==> images/pdn.png <==
The bar under the picture is 100 µm long. Pins as bars on the die edge. Tap cells in gray.
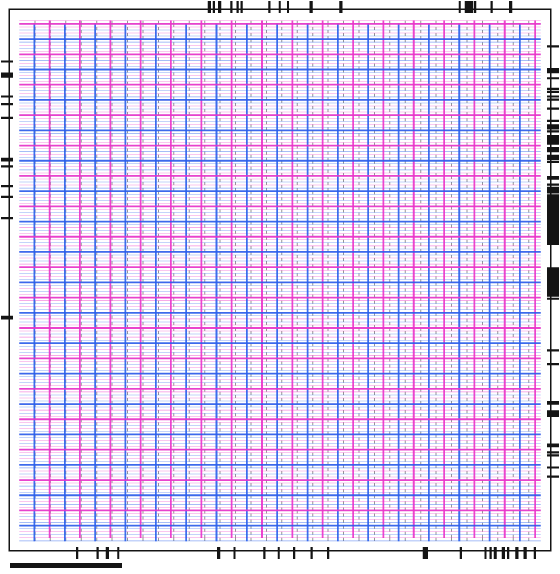
==> images/port_nets.png <==
The bar under the picture is 100 µm long.
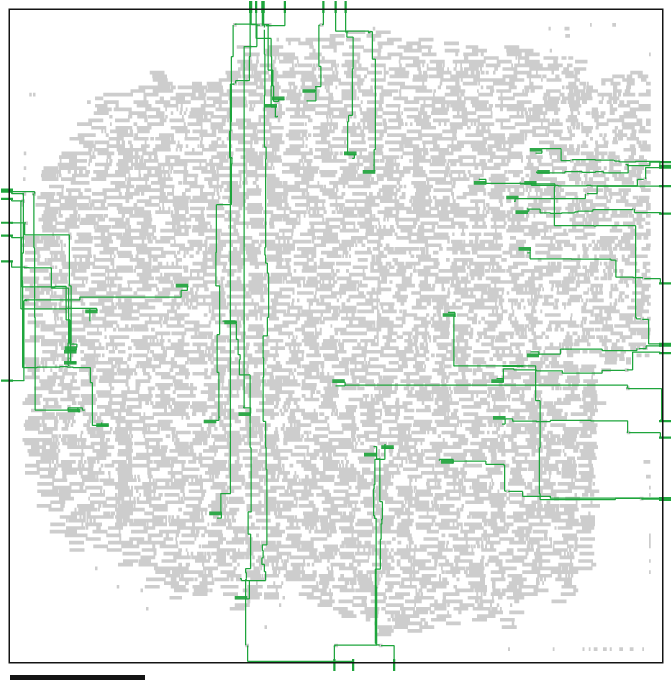
==> images/final_placement.png <==
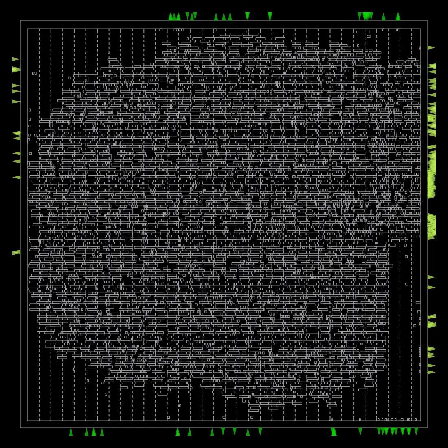
## config.mk

```make
export PLATFORM = sky130hd
export DESIGN_NAME = digital_tx_sched
export DESIGN_NICKNAME = d
export VERILOG_FILES = /design/src/rtl/digital_tx_sched.sv
export SDC_FILE = /design/constraint.sdc
export NUM_CORES = 2
export LEC_CHECK = 0
export ABC_AREA = 0
export ABC_CLOCK_PERIOD_IN_PS = 3500
export CAP_MARGIN = 30
export CORE_MARGIN = 8
export CORE_UTILIZATION = 40
export CTS_CLUSTER_DIAMETER = 50
export CTS_CLUSTER_SIZE = 30
export DETAILED_ROUTE_END_ITERATION = 8
export PLACE_DENSITY = 0.53
export SYNTH_ARGS = -nofsm -noshare
export SYNTH_HDL_FRONTEND = slang
export SYNTH_SLANG_ARGS = --single-unit
```

## constraint.sdc

```tcl
create_clock -name clk -period 3.5 [get_ports clk]
set_input_delay 0.7 -clock clk [delete_from_list [all_inputs] [get_ports clk]]
set_output_delay 0.7 -clock clk [all_outputs]
set_load 0.1 [all_outputs]
```

## src/rtl/digital_tx_sched.sv

```systemverilog
// digital_tx_sched - frame scheduler in front of digital_tx.
//
// Captures one frame (up to MAX_WORDS words) from a host valid/ready stream
// into a local buffer. On an accepted i_go, it streams the frame into
// digital_tx, pulses tx_start and waits for tx_done. This repeats i_repeat
// times (0 = until abort), with i_period idle cycles between transmissions.
//
// Optional feature macro: DIGITAL_TX_SCHED_WDT_EN
//   When defined, a watchdog aborts WAIT_DONE after TIMEOUT cycles and sets
//   the sticky o_timeout flag. Otherwise o_timeout is tied to 0.
//
// Ports:
//   clk, rst_n                      clock, async active-low reset
//   s_valid/s_ready/s_data/s_last   host frame stream (accepted only in IDLE)
//   i_go, i_abort                   start / abort pulses
//   i_repeat, i_period              transmission count and idle gap (sampled on go)
//   o_tx_valid/o_tx_data            word beats to digital_tx
//   o_tx_data_num                   frame word count to digital_tx
//   o_tx_start, i_tx_done           digital_tx start pulse / completion pulse
//   o_busy                          high outside IDLE
//   o_frame_cnt                     completed transmissions since last go
//   o_overflow, o_timeout           sticky status flags, cleared on accepted go
module digital_tx_sched #(
  parameter int DATA_WIDTH = 32,
  parameter int MAX_WORDS  = 64,
  parameter int TIMEOUT    = 1000000
) (
  input  logic                  clk,
  input  logic                  rst_n,
  input  logic                  s_valid,
  output logic                  s_ready,
  input  logic [DATA_WIDTH-1:0] s_data,
  input  logic                  s_last,
  input  logic                  i_go,
  input  logic                  i_abort,
  input  logic [15:0]           i_repeat,
  input  logic [31:0]           i_period,
  output logic                  o_tx_valid,
  output logic [DATA_WIDTH-1:0] o_tx_data,
  output logic [31:0]           o_tx_data_num,
  output logic                  o_tx_start,
  input  logic                  i_tx_done,
  output logic                  o_busy,
  output logic [15:0]           o_frame_cnt,
  output logic                  o_overflow,
  output logic                  o_timeout
);

  localparam int AW = $clog2(MAX_WORDS);

  if (MAX_WORDS < 2 || (MAX_WORDS & (MAX_WORDS - 1)) != 0 || TIMEOUT < 1) begin : g_param_check
    $error("digital_tx_sched: MAX_WORDS must be a power of 2 >= 2 and TIMEOUT >= 1");
  end

  typedef enum logic [2:0] {IDLE, LOAD, START, WAIT_DONE, GAP} state_t;

  state_t state, state_nxt;

  logic [DATA_WIDTH-1:0] mem [MAX_WORDS];
  logic [AW:0]           word_cnt;      // words in the current frame
  logic                  frame_closed;  // frame ended (s_last or overflow)
  logic                  discarding;    // dropping overflow beats until s_last
  logic [AW-1:0]         rd_ptr;
  logic [AW-1:0]         rd_next;
  logic [AW-1:0]         wr_idx;
  logic [AW:0]           wr_cnt_nxt;
  logic [15:0]           repeat_q;
  logic [31:0]           period_q;
  logic [31:0]           gap_cnt;
  logic [15:0]           frame_cnt_inc;
  logic                  beat_acc;
  logic                  go_acc;
  logic                  done_acc;
  logic                  last_word;
  logic                  wdt_expired;

  assign beat_acc      = s_valid & s_ready;
  // A go on the same cycle as a capture beat is dropped: the frame is changing.
  assign go_acc        = (state == IDLE) & i_go & frame_closed & (word_cnt != '0)
                         & ~i_abort & ~beat_acc;
  assign done_acc      = (state == WAIT_DONE) & i_tx_done;
  assign frame_cnt_inc = o_frame_cnt + 16'd1;
  assign last_word     = (rd_ptr == AW'(word_cnt - (AW+1)'(1)));
  // Read address for the next cycle's beat; prefetching this way gives
  // back-to-back beats from a registered RAM read.
  assign rd_next       = (state == LOAD) ? rd_ptr + AW'(1) : '0;
  // The first beat after a closed frame restarts the buffer at word 0.
  assign wr_idx        = frame_closed ? '0 : word_cnt[AW-1:0];
  assign wr_cnt_nxt    = {1'b0, wr_idx} + (AW+1)'(1);

`ifdef DIGITAL_TX_SCHED_WDT_EN
  logic [31:0] wdt_cnt;

  assign wdt_expired = (wdt_cnt == 32'(TIMEOUT - 1));

  always_ff @(posedge clk or negedge rst_n) begin
    if (!rst_n) begin
      wdt_cnt   <= '0;
      o_timeout <= 1'b0;
    end else begin
      wdt_cnt <= (state == WAIT_DONE) ? wdt_cnt + 32'd1 : '0;
      if (go_acc)
        o_timeout <= 1'b0;
      else if (state == WAIT_DONE && !i_tx_done && wdt_expired)
        o_timeout <= 1'b1;
    end
  end
`else
  assign wdt_expired = 1'b0;
  assign o_timeout   = 1'b0;
`endif

  always_ff @(posedge clk or negedge rst_n) begin
    if (!rst_n) state <= IDLE;
    // NOTE: sequential state uses non-blocking assignment so every flop
    // samples pre-edge values regardless of process ordering.
    else        state <= state_nxt;
  end

  always_comb begin
    // NOTE: default first so every path assigns state_nxt and no latch forms.
    state_nxt = state;
    case (state)
      IDLE:      if (go_acc) state_nxt = LOAD;
      LOAD:      if (last_word) state_nxt = START;
      START:     state_nxt = WAIT_DONE;
      WAIT_DONE: begin
        if (i_tx_done) begin
          if (repeat_q != 16'd0 && frame_cnt_inc == repeat_q) state_nxt = IDLE;
          else if (period_q == 32'd0)                         state_nxt = LOAD;
          else                                                state_nxt = GAP;
        end else if (wdt_expired) begin
          state_nxt = IDLE;
        end
      end
      GAP:       if (gap_cnt == 32'd0) state_nxt = LOAD;
      default:   state_nxt = IDLE;
    endcase
    // Abort wins over everything; a coincident done is still counted below.
    if (i_abort && state != IDLE) state_nxt = IDLE;
  end

  always_ff @(posedge clk or negedge rst_n) begin
    if (!rst_n) begin
      s_ready       <= 1'b0;
      o_busy        <= 1'b0;
      o_tx_valid    <= 1'b0;
      o_tx_start    <= 1'b0;
      o_tx_data_num <= '0;
      o_frame_cnt   <= '0;
      o_overflow    <= 1'b0;
      word_cnt      <= '0;
      frame_closed  <= 1'b0;
      discarding    <= 1'b0;
      rd_ptr        <= '0;
      repeat_q      <= '0;
      period_q      <= '0;
      gap_cnt       <= '0;
    end else begin
      // Control outputs are decoded from the next state so they align with it.
      s_ready    <= (state_nxt == IDLE);
      o_busy     <= (state_nxt != IDLE);
      o_tx_valid <= (state_nxt == LOAD);
      o_tx_start <= (state_nxt == START);

      if (state_nxt == LOAD) rd_ptr <= rd_next;

      if (state == GAP) gap_cnt <= gap_cnt - 32'd1;
      else              gap_cnt <= period_q - 32'd1;

      if (beat_acc) begin
        if (discarding) begin
          if (s_last) discarding <= 1'b0;
        end else begin
          word_cnt <= wr_cnt_nxt;
          if (s_last || wr_cnt_nxt == (AW+1)'(MAX_WORDS)) begin
            frame_closed <= 1'b1;
            if (!s_last) begin
              o_overflow <= 1'b1;
              discarding <= 1'b1;
            end
          end else begin
            frame_closed <= 1'b0;
          end
        end
      end

      if (go_acc) begin
        repeat_q      <= i_repeat;
        period_q      <= i_period;
        o_tx_data_num <= 32'(word_cnt);
        o_frame_cnt   <= '0;
        o_overflow    <= 1'b0;
      end

      if (done_acc) o_frame_cnt <= frame_cnt_inc;
    end
  end

  // NOTE: the buffer has no reset; its contents are meaningless until a
  // frame is captured, and leaving it unreset lets it map onto RAM.
  always_ff @(posedge clk) begin
    if (beat_acc && !discarding) mem[wr_idx] <= s_data;
  end

  always_ff @(posedge clk or negedge rst_n) begin
    if (!rst_n)                  o_tx_data <= '0;
    else if (state_nxt == LOAD)  o_tx_data <= mem[rd_next];
  end

endmodule

```

==> changes_impl.md <==
## Flow update

* Status: finished clean
* WP data required at 4.21 ns
* Sequential share of cell area at 63.1%
* Pleak at 0.0344 µW
* Logic Gate Count at 3,408
* Area share, top type at 70.5%
* Setup repair bufs after CTS at 0
* Clk pwr share at 33.5%
* Net Sw Power at 24,200 µW
* Maxcap violations at 0
* Core ar. at 217,000 µm²
* Post-CTS resize count at 13
* DRT Wirelength at 290,000 µm
* CTS tree: built
* Synth Seq Share at 75.0%
* GP Congestion at 0.842
* Register area at 65,500 µm²
* Highest-count logic cell in the final layout: edfxtp_1
* Peak VDD IR at 537 µV
* Synth warnings at 0
* Crit path DAT at 4.18 ns
* Largest net degree at the start of global routing at 132
* Total combinational power at 17,300 µW
* NonClk Buf Share at 6.58%
* Vias at 56,700
* RSZ-0062 raised after global routing: yes
* 1st-iter DRT viols at 6,114
* Ys flops at 2,206
* Seq pwr share at 42.6%
* CP Class: register to register
* ANT cells at 7
* Die H at 483 µm
* Gr ovfl total at 0
* Site Rows at 171
* GR Util All Layers at 24.1%
* Drt drc at 0
* Top FF cell, synth: edfxtp_1
* Beginning of the worst register-to-register path: rd_ptr[0]$_DFFE_PN0N_
* CTS Hold Buffers Added at 1
* Worst Setup End Kind: register
* CTS clk-pin slew, worst paths at 0.08 ns
* Top power group: sequential cells
* Initial antenna violation count at 16
* Seq group at 31,000 µW
* Area occupied by multi-input gates at 20,300 µm²
* Layout cell share with drive strength beyond 1 at 17.6%
* Pre-antenna DRT Iters at 5
* Yosys stat area at 87,200 µm²
* Crit path launch type: register
* P per Cell Area at 701 nW/µm²
* Top Layout Cells: 2,048 x edfxtp_1, 1,044 x nand2_1, 459 x nand3_1
* Synth cell types at 82
* First-pass GRT wire length at 410,000 µm
* Setup violators final at 0
* Clock root cell: clkbuf_16
* Comb/total area at 19.6%
* Htree depth at 4
* Avg Vias per Cell at 5.96
* Tapcells at 2,854
* Top cells by area: edfxtp_1 71%, dfrtp_1 4.5%, nand2_1 4.5%
* Total CTS buffers at 204
* Yosys top cell by area: edfxtp_1
* Fin crit period at 3.47 ns
* Worst slew pin tran at 1.07 ns
* Final nets at 6,566
* Crit. Startpoint: rd_ptr[0]$_DFFE_PN0N_
* Mapped Avg Cell Area at 14.4 µm²
* Synth async-reset ratio at 7.16%
* Flip-flops with a built-in enable at 2,048
* Clk sinks at 2,206
* Post-route clock period utilization at 99.2%
* Fin Clk Skew at 0.0356 ns
* Clk pwr at 24,400 µW
* Die Width at 483 µm
* Int Pwr at 48,500 µW
* Chip Area at 233,000 µm²
* Final TNS setup at 0 ns
About pdn.png:
| color | net |
|---|---|
| blue | VSS |
| magenta | VDD |
signal pins: 173
met4 straps: 34
met1 rails: 172
met5 straps: 34

About port_nets.png:
| color | port | direction | edge | end cells | wire |
|---|---|---|---|---|---|
| green | `o_tx_data` | output | 13 right, 9 top, 7 left, 3 bottom | 32 | 6,210 µm |
num ports: 173
IO Port Bufs: 146

About final_placement.png:
fillers: 18,700
flip-flops: 2,206

[synth_stat cells (all sizes together) (5+ instances only)]
cell,instances
edfxtp,2048
nand2,1046
nand3,459
o22ai,370
buf,294
a21oi,164
clkbuf,160
dfrtp,158
nor2,138
mux2i,122
o221ai,120
o21ai,114
a31oi,93
mux2,88
a22oi,80
and3,61
a211oi,56
nor3,49
a221oi,46
nand4,41
xnor2,35
xor2,30
o211ai,26
nor4,25
a22o,23
a311oi,22
inv,17
a32oi,15
o311ai,14
nor2b,13
nor3b,12
and2,10
o21a,9
o31ai,9
or4,9
a221o,8
a2bb2oi,7
mux4,6
nand2b,6
and4,5
ha,5
or2,5
[stage by stage]
step / worst slack (ns) / hold WS, ns / cells / instance area, µm² / util, %
finish: 0.0288 / 0.0909 / 9518 / 104000 / 47.8
global route: -0.0495 / 0.0517 / 9513 / 104000 / 47.8
CTS: 0.0195 / 0.0901 / 9499 / 104000 / 47.7
detailed placement: -0.112 / 0.472 / 9109 / 95900 / 44.2
global placement: -0.382 / 0.465 / 9099 / 95800 / 44.1
floorplan: -0.278 / 0.404 / 6085 / 87300 / -
[path summary, 6_finish.rpt]
| kind | to | slack, ns | cells after the start |
|---|---|---|---|
| max in group asynchronous | o_tx_data[22]$_DFFE_PN0N_ | 2.14 | 3 |
| max reg2reg | o_tx_data[2]$_DFFE_PN0N_ | 0.03 | 9 |
| min in group asynchronous | o_frame_cnt[13]$_DFFE_PN0P_ | 0.50 | 2 |
| min | mem[17][25]$_DFFE_PP_ | 0.09 | 1 |
| max | o_tx_data[2]$_DFFE_PN0N_ | 0.03 | 9 |
| min reg2reg | o_tx_data_num[4]$_DFFE_PN0P_ | 0.48 | 2 |
[critical path: cells and delay by family (launching register included)]
kind / cells / cell delay (ns)
AND-OR/OR-AND: 3 / 0.76
adder cells (fa/ha/maj): 1 / 0.38
buffers and inverters: 2 / 0.42
flip-flops: 1 / 0.48
multiplexers: 1 / 0.26
AND/OR/NAND/NOR: 2 / 1.01
[cell families after synthesis]
group | Yosys count | share of synthesized area (%)
AOI/OAI and AO/OA | 1202 | 9.31
xor gates and xnor gates | 66 | 0.680
adders and majority gates | 5 | 0.0717
buffers and inverters | 471 | 2.59
DFF | 2206 | 75.0
muxes | 216 | 2.70
other | 1 | 0.00430
and+or+nand+nor | 1893 | 9.61
[state kept, by name (all words and copies together) (netlist names)]
| register | flops |
|---|---|
| discarding | 1 |
| frame_closed | 1 |
| gap_cnt | 32 |
| mem | 2048 |
| o_busy | 1 |
| o_frame_cnt | 16 |
| o_overflow | 1 |
| o_tx_data | 32 |
| o_tx_data_num | 7 |
| o_tx_start | 1 |
| o_tx_valid | 1 |
| period_q | 32 |
| rd_ptr | 6 |
| repeat_q | 16 |
| s_ready | 1 |
| state | 3 |
| word_cnt | 7 |
[routing by layer]
metal	part of all wire, %	wire (µm)	up-vias	global-route usage [%]
li1	-	-	24400	-
met1	42	122000	29400	33.9
met2	47	137000	2489	39.4
met3	7.2	20700	399	3.22
met4	3.2	9350	4	7.16
met5	0.0097	28	-	0
Power figures rest on the tool's default switching activity, not on a simulated workload.
